File: src/rtl/video_pkg.sv
// Shared definitions for the tile renderer's picture tables and the CPU-side writer.
// Holds the table selects, region bounds, table sizes, writer FSM states and address decode.
package video_pkg;

    localparam logic [1:0] SEL_PALDEF  = 2'd0;
    localparam logic [1:0] SEL_TILEDEF = 2'd1;
    localparam logic [1:0] SEL_PALMAP  = 2'd2;
    localparam logic [1:0] SEL_TILEMAP = 2'd3;

    localparam logic [15:0] PALDEF_BASE  = 16'h0000;
    localparam logic [15:0] TILEDEF_BASE = 16'h0400;
    localparam logic [15:0] PALMAP_BASE  = 16'h0800;
    localparam logic [15:0] TILEMAP_BASE = 16'h0C00;
    localparam logic [15:0] CLEAR_ADDR   = 16'hFFFF;

    localparam int PALDEF_SIZE  = 16;
    localparam int TILEDEF_SIZE = 64 * 16;
    localparam int PALMAP_SIZE  = 300;
    localparam int TILEMAP_SIZE = 300;

    typedef logic [2:0] wr_state_t;
    localparam wr_state_t ST_IDLE     = 3'd0;
    localparam wr_state_t ST_CLR_PAL  = 3'd1;
    localparam wr_state_t ST_CLR_TILE = 3'd2;
    localparam wr_state_t ST_CLR_PMAP = 3'd3;
    localparam wr_state_t ST_CLR_TMAP = 3'd4;

    typedef struct packed {
        logic        ok;
        logic        clear;
        logic [1:0]  sel;
        logic [9:0]  addr;
        logic [15:0] data;
    } wr_decode_t;

    // Map, tile and palmap bases are 1 KiB aligned, so the index is simply a[9:0].
    function automatic wr_decode_t decode_write(input logic [15:0] a, input logic [15:0] d);
        wr_decode_t r;
        r = '0;
        if (a == CLEAR_ADDR) begin
            r.clear = 1'b1;
        end else if (a[15:4] == PALDEF_BASE[15:4]) begin
            r.ok   = 1'b1;
            r.sel  = SEL_PALDEF;
            r.addr = {6'd0, a[3:0]};
            r.data = {4'd0, d[11:0]};
        end else if (a[15:10] == TILEDEF_BASE[15:10]) begin
            r.ok   = 1'b1;
            r.sel  = SEL_TILEDEF;
            r.addr = a[9:0];
            r.data = d;
        end else if (a[15:10] == PALMAP_BASE[15:10] && a[9:0] < 10'(PALMAP_SIZE)) begin
            r.ok   = 1'b1;
            r.sel  = SEL_PALMAP;
            r.addr = a[9:0];
            r.data = {8'd0, d[7:0]};
        end else if (a[15:10] == TILEMAP_BASE[15:10] && a[9:0] < 10'(TILEMAP_SIZE)) begin
            r.ok   = 1'b1;
            r.sel  = SEL_TILEMAP;
            r.addr = a[9:0];
            r.data = {10'd0, d[5:0]};
        end
        return r;
    endfunction

    function automatic logic [1:0] clr_sel(input wr_state_t s);
        case (s)
            ST_CLR_TILE: return SEL_TILEDEF;
            ST_CLR_PMAP: return SEL_PALMAP;
            ST_CLR_TMAP: return SEL_TILEMAP;
            default:     return SEL_PALDEF;
        endcase
    endfunction

    function automatic logic [9:0] clr_last(input wr_state_t s);
        case (s)
            ST_CLR_TILE: return 10'(TILEDEF_SIZE - 1);
            ST_CLR_PMAP: return 10'(PALMAP_SIZE - 1);
            ST_CLR_TMAP: return 10'(TILEMAP_SIZE - 1);
            default:     return 10'(PALDEF_SIZE - 1);
        endcase
    endfunction

    function automatic wr_state_t clr_next(input wr_state_t s);
        case (s)
            ST_CLR_PAL:  return ST_CLR_TILE;
            ST_CLR_TILE: return ST_CLR_PMAP;
            ST_CLR_PMAP: return ST_CLR_TMAP;
            default:     return ST_IDLE;
        endcase
    endfunction

endpackage

File: src/rtl/video_wfifo.sv
// Small synchronous FIFO buffering CPU writes (address and data) ahead of the table commit.
// The head entry is visible combinationally so a pop and its table strobe share one edge.
module video_wfifo #(
    parameter int DEPTH = 4,
    parameter int WIDTH = 32
) (
    input  logic                     clk,
    input  logic                     resetn,
    input  logic                     push_i,
    input  logic [WIDTH-1:0]         din_i,
    input  logic                     pop_i,
    output logic [WIDTH-1:0]         dout_o,
    output logic                     full_o,
    output logic                     empty_o,
    output logic [$clog2(DEPTH):0]   count_o
);
    localparam int AW = $clog2(DEPTH);

    logic [WIDTH-1:0] mem_q [DEPTH];
    logic [AW-1:0]    wptr_q, rptr_q;
    logic [AW:0]      count_q;
    logic             do_push, do_pop;

    assign full_o  = (count_q == (AW + 1)'(DEPTH));
    assign empty_o = (count_q == '0);
    assign count_o = count_q;
    assign dout_o  = mem_q[rptr_q];
    assign do_push = push_i && !full_o;
    assign do_pop  = pop_i && !empty_o;

    always_ff @(posedge clk) begin
        if (do_push) begin
            mem_q[wptr_q] <= din_i;
        end
    end

    always_ff @(posedge clk) begin
        if (!resetn) begin
            wptr_q  <= '0;
            rptr_q  <= '0;
            count_q <= '0;
        end else begin
            if (do_push) wptr_q <= wptr_q + 1'b1;
            if (do_pop)  rptr_q <= rptr_q + 1'b1;
            case ({do_push, do_pop})
                2'b10:   count_q <= count_q + 1'b1;
                2'b01:   count_q <= count_q - 1'b1;
                default: count_q <= count_q;
            endcase
        end
    end
endmodule

File: src/rtl/video_writer.sv
// CPU write port for the picture tables: buffers bus writes, decodes them into table
// writes committed only during blanking, and runs the hardware clear sweep.
module video_writer
    import video_pkg::*;
#(
    parameter int DEPTH = 4
) (
    input  logic        clk,
    input  logic        resetn,
    input  logic        cpu_valid,
    output logic        cpu_ready,
    input  logic [15:0] cpu_addr,
    input  logic [15:0] cpu_data,
    input  logic        commit_en,
    output logic        wr_en,
    output logic [1:0]  wr_sel,
    output logic [9:0]  wr_addr,
    output logic [15:0] wr_data,
    output logic        busy,
    output logic        err,
    input  logic        err_clr
);
    localparam int CW = $clog2(DEPTH) + 1;

    logic [31:0]   head;
    logic          fifo_full, fifo_empty, push, pop;
    logic [CW-1:0] fifo_count;
    wr_decode_t    dec;

    wr_state_t   state_q, state_d;
    logic [9:0]  cnt_q, cnt_d;
    logic        wr_en_q, wr_en_d;
    logic [1:0]  wr_sel_q, wr_sel_d;
    logic [9:0]  wr_addr_q, wr_addr_d;
    logic [15:0] wr_data_q, wr_data_d;
    logic        err_q, err_d;

    assign cpu_ready = !fifo_full;
    assign push      = cpu_valid && cpu_ready;
    assign pop       = (state_q == ST_IDLE) && !fifo_empty && commit_en;
    assign dec       = decode_write(head[31:16], head[15:0]);

    video_wfifo #(.DEPTH(DEPTH), .WIDTH(32)) u_fifo (
        .clk     (clk),
        .resetn  (resetn),
        .push_i  (push),
        .din_i   ({cpu_addr, cpu_data}),
        .pop_i   (pop),
        .dout_o  (head),
        .full_o  (fifo_full),
        .empty_o (fifo_empty),
        .count_o (fifo_count)
    );

    always_comb begin
        state_d   = state_q;
        cnt_d     = cnt_q;
        wr_en_d   = 1'b0;
        wr_sel_d  = wr_sel_q;
        wr_addr_d = wr_addr_q;
        wr_data_d = wr_data_q;
        // A new error in the same cycle as err_clr must win.
        err_d     = err_q && !err_clr;
        if (state_q == ST_IDLE) begin
            if (pop) begin
                if (dec.clear) begin
                    state_d = ST_CLR_PAL;
                    cnt_d   = '0;
                end else if (dec.ok) begin
                    wr_en_d   = 1'b1;
                    wr_sel_d  = dec.sel;
                    wr_addr_d = dec.addr;
                    wr_data_d = dec.data;
                end else begin
                    err_d = 1'b1;
                end
            end
        end else if (commit_en) begin
            wr_en_d   = 1'b1;
            wr_sel_d  = clr_sel(state_q);
            wr_addr_d = cnt_q;
            wr_data_d = '0;
            if (cnt_q == clr_last(state_q)) begin
                cnt_d   = '0;
                state_d = clr_next(state_q);
            end else begin
                cnt_d = cnt_q + 1'b1;
            end
        end
    end

    always_ff @(posedge clk) begin
        if (!resetn) begin
            state_q   <= ST_IDLE;
            cnt_q     <= '0;
            wr_en_q   <= 1'b0;
            wr_sel_q  <= '0;
            wr_addr_q <= '0;
            wr_data_q <= '0;
            err_q     <= 1'b0;
        end else begin
            state_q   <= state_d;
            cnt_q     <= cnt_d;
            wr_en_q   <= wr_en_d;
            wr_sel_q  <= wr_sel_d;
            wr_addr_q <= wr_addr_d;
            wr_data_q <= wr_data_d;
            err_q     <= err_d;
        end
    end

    assign wr_en   = wr_en_q;
    assign wr_sel  = wr_sel_q;
    assign wr_addr = wr_addr_q;
    assign wr_data = wr_data_q;
    assign err     = err_q;
    assign busy    = (fifo_count != '0) || (state_q != ST_IDLE);
endmodule
File: config.mk
export PLATFORM = sky130hd
export DESIGN_NAME = video_writer
export DESIGN_NICKNAME = d
export VERILOG_FILES = /design/src/rtl/video_pkg.sv /design/src/rtl/video_wfifo.sv /design/src/rtl/video_writer.sv
export SDC_FILE = /design/constraint.sdc
export NUM_CORES = 1
export LEC_CHECK = 0
export CAP_MARGIN = 20
export CORE_MARGIN = 8
export CORE_UTILIZATION = 34
export CTS_CLUSTER_DIAMETER = 100
export CTS_CLUSTER_SIZE = 10
export DETAILED_ROUTE_END_ITERATION = 8
export GPL_TIMING_DRIVEN = 0
export PLACE_DENSITY = 0.53
export SLEW_MARGIN = 20
export SYNTH_ARGS = -nofsm -noshare
export SYNTH_HDL_FRONTEND = slang
export SYNTH_SLANG_ARGS = --single-unit
File: constraint.sdc
create_clock -name clk -period 2.65 [get_ports clk]
set_clock_uncertainty 0.05 [all_clocks]
set_input_delay 0.265 -clock clk [delete_from_list [all_inputs] [get_ports clk]]
set_output_delay 0.265 -clock clk [all_outputs]
set_load 0.1 [all_outputs]
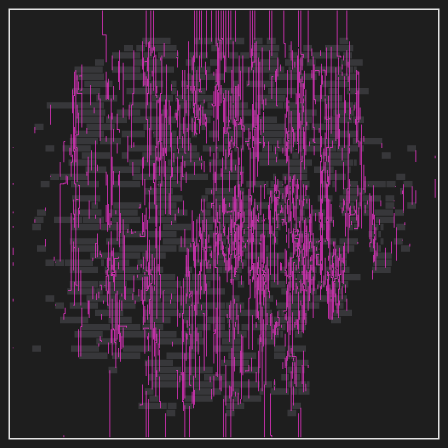
**Above:** run 1 (signal wires on met2).
Cells faint in the background.
share of all routed wire: 51%
main direction: vertical
longest straight run: 50.0 um
nets with wire on the layer: 610
wire length on this layer: 9050 um
total routed wirelength: 17900 um
M2 GR Usage: 23.0%
DR vias: 4761

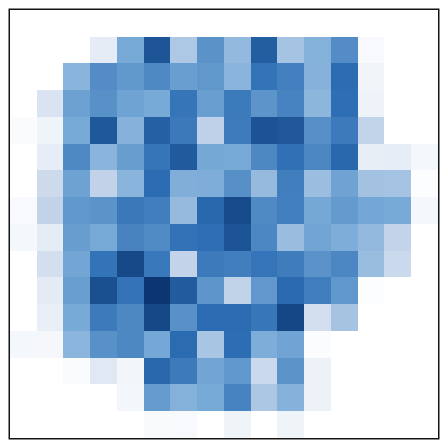
**Above:** run 1 (placement density heat map).
16 x 16 tiles, from white (low) to dark blue (high), 0 to 100% covered.
tiles over 75% full: 9.8%
mean over tiles: 36%
fullest tile: 98%
emptiest ninth of the die: south-east
densest ninth of the die: center
nearly empty tiles: 29%
fp_density: 34.7%
Core Area: 0.0211 mm2
final core utilization: 46.3%

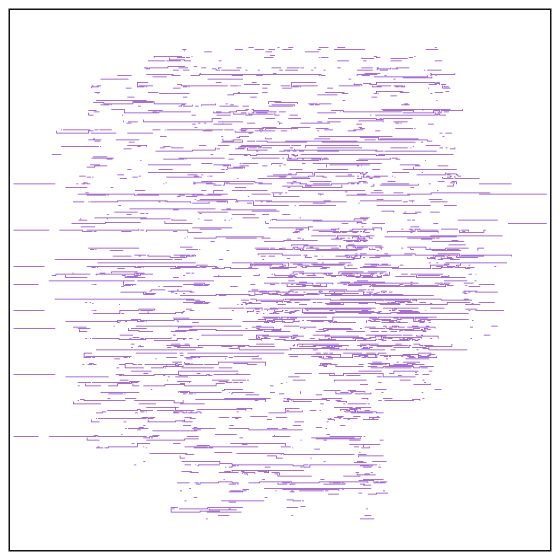
**Above:** run 1 (M1 wires).
wire length on this layer: 7910 um
main direction: horizontal
nets with wire on the layer: 624
share of all routed wire: 44%

==> results.sh, run 1 <==
# implementation run metrics
export IMPL_tap_cells=275
export IMPL_layout_top_cell="edfxtp_1"
export IMPL_route_detailed_drc=0
export IMPL_synth_distinct_cells=51
export IMPL_total_power_uw=8140
export IMPL_p_clk_uw=2450
export IMPL_p_seq_share_pct=41.3
export IMPL_worstReg2RegEnd="wr_addr[8]"
export IMPL_clock_sinks=180
export IMPL_grt_pass1_wl_um=27500
export IMPL_violations="setup timing"
export IMPL_crit_path_start_kind="register"
export IMPL_top_layer="met4"
export IMPL_clkPwrFrac_pct=30.0
export IMPL_cp_max_fo=8
export IMPL_synth_area_leader_cell="edfxtp_1"
export IMPL_grt_overflow=0
export IMPL_ys_async_sr_fraction_pct=0
export IMPL_fmax_mhz=343
export IMPL_holdPathStages=3
export IMPL_diodes=0
export IMPL_synth_cells=502
export IMPL_cts_root_buffer="clkbuf_16"
export IMPL_setup_slack_ns=-0.262
export IMPL_max_stage_delay_ns=0.55
export IMPL_grt_use_met1_pct=16.8
export IMPL_cp_data_required_time_ns=2.96
export IMPL_buffer_area_share_pct=12.8
export IMPL_slew_headroom_pct=34.1
export IMPL_post_cts_repair_setup_buffers=24
export IMPL_status="complete, but fails checks"
export IMPL_crit_cells=11
export IMPL_syn_cell_area_mm2=0.00732
export IMPL_yosys_area_share_aoi_pct=7.83
export IMPL_period_needed_ns=2.91
export IMPL_crit_top_cell="buf_12"
export IMPL_crit_type="register to register"
export IMPL_ys_area_mm2=0.00732
export IMPL_die_h_um=163
export IMPL_top_usage_layer="met2"
export IMPL_post_place_ws_ns=-0.625
export IMPL_largestClassByArea="flip-flops and latches"
export IMPL_path_buffers=5
export IMPL_dpl_hpwl_um=11700
export IMPL_drt_iter0_drc=232
export IMPL_p_leak_uw=0.00319
export IMPL_ff_type="edfxtp_1"
export IMPL_comb_area_mm2=0.00264
export IMPL_clkbuf_count=18
export IMPL_cts_htree_levels=4
export IMPL_inv_count=19
export IMPL_comb_area_share_pct=27.0
export IMPL_seqCellArea_mm2=0.00489
export IMPL_p_int_uw=5600
export IMPL_switching_share_pct=31.3
export IMPL_cap_viol_max_count=0
export IMPL_routed_via_density=5.22
export IMPL_tns_ns=-6.00
export IMPL_end_kind="register"
export IMPL_fin_cells=912
export IMPL_power_frac_comb_pct=28.7
export IMPL_tightest_slew_ns=0.986
export IMPL_final_cell_mix="edfxtp_1 (128), clkdlybuf4s50_1 (66), dfxtp_1 (51)"
export IMPL_hold_worst_slack_ns=0.353
export IMPL_ys_sh_simple_pct=10.4
export IMPL_endpoint="wr_addr[8]"
export IMPL_rsz0062_at_grt="true"
export IMPL_numCtsBuffers=17
export IMPL_comb_power_uw=2340
export IMPL_fa_ha_area_share_pct=1.30
export IMPL_yosysMostFrequentCell="edfxtp_1"
export IMPL_reg2reg_slack_ns=-0.26
export IMPL_setup_viol=37
export IMPL_antenna_found_initial=0
export IMPL_nMultiInputCombCells=278
export IMPL_synthTopCellsByArea="edfxtp_1 (52%), dfxtp_1 (14%), mux4_2 (9.8%), o21ai_0 (2.0%), a21oi_1 (1.7%)"
export IMPL_mux_share_pct=10.1
export IMPL_p_sw_uw=2550
export IMPL_cts_repair_resized=64
export IMPL_place_area_mm2=0.00845
==> run 2, diff against run 1 <==
CORE_UTILIZATION = 40   (was 34)
PLACE_DENSITY = 0.6   (was 0.53)
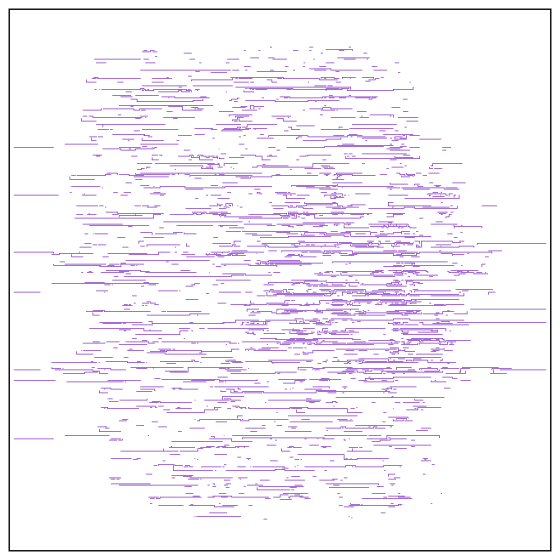
**Above:** run 2 (M1 wires).
longest straight run: 34.0 um
share of all routed wire: 41%
nets with wire on the layer: 627
wire length on this layer: 7010 um

==> results.sh, run 2 <==
# implementation run metrics
export IMPL_status="complete, but fails checks"
export IMPL_violations="setup timing"
export IMPL_final_cell_mix="edfxtp_1 (128), clkdlybuf4s50_1 (66), dfxtp_1 (50)"
export IMPL_cp_arrival_ns=3.14
export IMPL_grt_pass1_wl_um=26300
export IMPL_yosys_area_share_aoi_pct=7.83
export IMPL_buffer_area_share_pct=12.8
export IMPL_tightest_slew_ns=0.990
export IMPL_antenna_found_initial=0
export IMPL_synthTopCellsByArea="edfxtp_1 (52%), dfxtp_1 (14%), mux4_2 (9.8%), o21ai_0 (2.0%), a21oi_1 (1.7%)"
export IMPL_cts_root_buffer="clkbuf_16"
export IMPL_cap_viol_max_count=0
export IMPL_layout_top_cell="edfxtp_1"
export IMPL_comb_power_uw=2250
export IMPL_comb_area_share_pct=25.3
export IMPL_largest_register="u_fifo.mem_q"
export IMPL_dpl_hpwl_um=11600
export IMPL_endpoint="wr_data[2]"
export IMPL_fmax_mhz=346
export IMPL_comb_area_mm2=0.00240
export IMPL_stdcell_area_mm2=0.00950
export IMPL_cts_repair_resized=39
export IMPL_clkbuf_count=19
export IMPL_inv_count=19
export IMPL_grt_overflow=0
export IMPL_reg2reg_slack_ns=-0.24
export IMPL_crit_path_start_kind="register"
export IMPL_p_seq_share_pct=40.7
export IMPL_synth_distinct_cells=51
export IMPL_fa_ha_area_share_pct=1.30
export IMPL_top_layer="met4"
export IMPL_end_kind="register"
export IMPL_cp_max_fo=10
export IMPL_hold_worst_slack_ns=0.206
export IMPL_p_int_uw=5840
export IMPL_mux_share_pct=10.1
export IMPL_switching_share_pct=29.3
export IMPL_p_sw_uw=2420
export IMPL_tns_ns=-5.32
export IMPL_max_stage_delay_ns=0.62
export IMPL_yosysMostFrequentCell="edfxtp_1"
export IMPL_setup_slack_ns=-0.237
export IMPL_p_leak_uw=0.00312
export IMPL_final_nets=665
export IMPL_slew_headroom_pct=33.8
export IMPL_power_frac_comb_pct=27.2
export IMPL_post_place_ws_ns=-0.616
export IMPL_seqCellArea_mm2=0.00489
export IMPL_ys_sh_simple_pct=10.4
export IMPL_crit_cells=10
export IMPL_drt_iter0_drc=369
export IMPL_syn_cell_area_mm2=0.00732
export IMPL_critPathTopFamily="simple AND/OR/NAND/NOR gates"
export IMPL_route_vias_total=4771
export IMPL_cp_data_required_time_ns=2.90
export IMPL_synth_cells=502
export IMPL_holdPathStages=3
export IMPL_worstReg2RegEnd="wr_data[2]"
export IMPL_post_cts_repair_setup_buffers=14
export IMPL_p_clk_uw=2650
export IMPL_top_usage_layer="met2"
export IMPL_die_h_um=151
export IMPL_total_power_uw=8260
export IMPL_routed_via_density=5.53
export IMPL_clkPwrFrac_pct=32.1
export IMPL_cts_htree_levels=4
export IMPL_grt_use_met1_pct=18.4
export IMPL_synth_warning_count=0
export IMPL_period_needed_ns=2.89
export IMPL_path_buffers=4
export IMPL_wl_per_cell_um=20.0
export IMPL_chipWidth_um=151
export IMPL_ys_area_mm2=0.00732
export IMPL_ff_type="edfxtp_1"
export IMPL_fp_util_pct=40.8
export IMPL_setup_viol=29
export IMPL_rsz0062_at_grt="true"
export IMPL_grt_util_met2_pct=26.6
export IMPL_nMultiInputCombCells=276
export IMPL_clock_sinks=180
export IMPL_place_area_mm2=0.00839
export IMPL_synth_area_leader_cell="edfxtp_1"
export IMPL_route_detailed_drc=0
export IMPL_crit_type="register to register"
==> run 3, diff against run 2 <==
RECOVER_POWER = 50   (was default)
==> results.sh, run 3 <==
# implementation run metrics
export IMPL_buffer_area_share_pct=12.9
export IMPL_crit_type="register to register"
export IMPL_netlist_area_leader_share_pct=52.5
export IMPL_use_met3_pct=3.23
export IMPL_slew_violations=0
export IMPL_yosysCellCount=502
export IMPL_flops=180
export IMPL_chipWidth_um=151
export IMPL_switching_share_pct=29.3
export IMPL_crit_path_start_kind="register"
export IMPL_p_seq_share_pct=40.8
export IMPL_drtPass1Iterations=5
export IMPL_num_rows=49
export IMPL_comb_area_share_pct=25.2
export IMPL_antenna_found_initial=0
export IMPL_dr_wl_met2_um=9030
export IMPL_place_congestion=0.841
export IMPL_path_cells="buf_8 -> buf_16 -> mux4_2 -> nor4_4 -> buf_4 -> nand2_4 -> or4_4 -> buf_8 -> nand2_4 -> o22ai_1"
export IMPL_cpMaxStageDelayCell="or4_4"
export IMPL_inv_count=19
export IMPL_buffers=127
export IMPL_final_cell_mix="edfxtp_1 (128), dfxtp_1 (50), clkdlybuf4s50_1 (34)"
export IMPL_synth_area_leader_cell="edfxtp_1"
export IMPL_m1WireLength_um=7070
export IMPL_cts_repair_resized=39
export IMPL_p_clk_uw=2650
export IMPL_tightest_slew_ns=0.990
export IMPL_route_detailed_drc=0
export IMPL_clk_pin_slew_ns=0.07
export IMPL_end_kind="register"
export IMPL_dpl_cell_count=802
export IMPL_reg2reg_slack_ns=-0.24
export IMPL_cts_hold_buf=0
export IMPL_nMultiInputCombCells=276
export IMPL_post_place_ws_ns=-0.616
export IMPL_tns_ns=-5.34
export IMPL_p_leak_uw=0.00313
export IMPL_ys_sh_simple_pct=10.4
export IMPL_fp_util_pct=40.8
export IMPL_cts_htree_levels=4
export IMPL_grt_util_met2_pct=26.6
export IMPL_numCtsBuffers=17
export IMPL_warnings=31
export IMPL_synth_distinct_cells=51
export IMPL_clock_sinks=180
export IMPL_p_int_uw=5830
export IMPL_p_sw_uw=2410
export IMPL_mux_share_pct=10.1
export IMPL_synthTopCellsByArea="edfxtp_1 (52%), dfxtp_1 (14%), mux4_2 (9.8%), o21ai_0 (2.0%), a21oi_1 (1.7%)"
export IMPL_synth_cells=502
export IMPL_power_frac_comb_pct=27.0
export IMPL_largestClassByArea="flip-flops and latches"
export IMPL_power_density_mw_per_mm2=869
export IMPL_comb_area_mm2=0.00238
export IMPL_max_stage_delay_ns=0.62
export IMPL_syn_cell_area_mm2=0.00732
export IMPL_ys_async_sr_fraction_pct=0
export IMPL_critPathTopFamily="simple AND/OR/NAND/NOR gates"
export IMPL_grt_pass1_wl_um=26300
export IMPL_slew_headroom_pct=33.8
export IMPL_area_growth_syn_to_layout_pct=29.4
export IMPL_largest_register="u_fifo.mem_q"
export IMPL_fp_nets=546
export IMPL_final_nets=665
export IMPL_grtUsageTotal_pct=15.4
export IMPL_holdPathStages=3
export IMPL_setup_viol=29
export IMPL_fa_ha_area_share_pct=1.30
export IMPL_cp_data_required_time_ns=2.90
export IMPL_rsz0062_at_grt="true"
export IMPL_yosys_area_share_aoi_pct=7.83
export IMPL_ys_flops=180
export IMPL_routed_via_density=5.52
export IMPL_top_layer="met4"
export IMPL_post_cts_repair_setup_buffers=14
export IMPL_clkPwrFrac_pct=32.2
export IMPL_chip_area_mm2=0.0229
export IMPL_synthTopLogicFamily="simple AND/OR/NAND/NOR gates"
export IMPL_period_needed_ns=2.89
export IMPL_yosysMostFrequentCell="edfxtp_1"
export IMPL_sh_seq_area_pct=51.6
export IMPL_route_vias_total=4765
export IMPL_wl_per_cell_um=20.0
export IMPL_dpl_hpwl_um=11600
export IMPL_setup_slack_ns=-0.237
export IMPL_r2r_cells=10
export IMPL_crit_cells=10
export IMPL_pg_seq_uw=3360
export IMPL_grt_use_met1_pct=18.4
export IMPL_hold_worst_slack_ns=0.212
export IMPL_fmax_mhz=346
export IMPL_layout_top_cell="edfxtp_1"
export IMPL_hold_start="resetn"
export IMPL_total_power_uw=8240
export IMPL_cts_tree="built"
export IMPL_portBuffers=67
export IMPL_cp_arrival_ns=3.14
export IMPL_endpoint="wr_data[2]"
export IMPL_synth_avg_cell_area_um2=14.6
export IMPL_status="complete, but fails checks"
export IMPL_violations="setup timing"
export IMPL_path_buffers=4
export IMPL_grt_pass1_vias=4912
export IMPL_min_path_type="primary input to register"
export IMPL_drt_iter0_drc=364
export IMPL_stdcell_area_mm2=0.00948
export IMPL_cap_viol_max_count=0
export IMPL_worstHoldEndpoint="wr_data[5]"
export IMPL_place_area_mm2=0.00839
export IMPL_ys_area_mm2=0.00732
export IMPL_top_usage_layer="met2"
export IMPL_cp_max_fo=10
export IMPL_grt_overflow=0
export IMPL_seqCellArea_mm2=0.00489
export IMPL_grt_max_degree=27
export IMPL_die_h_um=151
export IMPL_ff_type="edfxtp_1"
export IMPL_worstReg2RegEnd="wr_data[2]"
export IMPL_largest_reg_flops=128
export IMPL_drt_total_wl_um=17200
export IMPL_final_fill_count=1491
export IMPL_period_used_pct=109
export IMPL_synth_warning_count=0
export IMPL_diodes=0
export IMPL_antenna_left=0
export IMPL_comb_power_uw=2230
export IMPL_wl_met3_um=818
export IMPL_edf_count=128
export IMPL_clkbuf_count=19
export IMPL_cts_root_buffer="clkbuf_16"
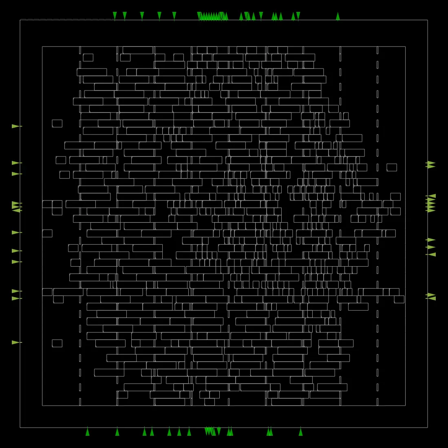
**Above:** run 3 (cell outlines without signal wires).
final core utilization: 52.8%
Layout Cells excl Fill: 863
Core Area: 0.0180 mm2
n_taps: 229


==> gallery <==
Sequential cells grouped by signal name.
Other sequential cells in the stronger gray, the rest of the logic in the fainter gray.
shot_01.png
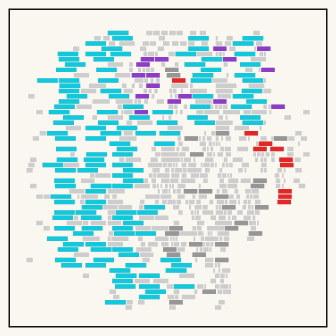
shot_02.png
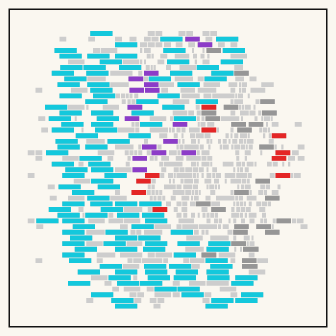
run 1 -> shot_01.png
run 2 -> shot_02.png

Key to shot_02.png:
[u_fifo.mem_q] cyan | flops: 128
[wr_addr] red | flops: 10
[wr_data] purple | flops: 16
not colored: 26

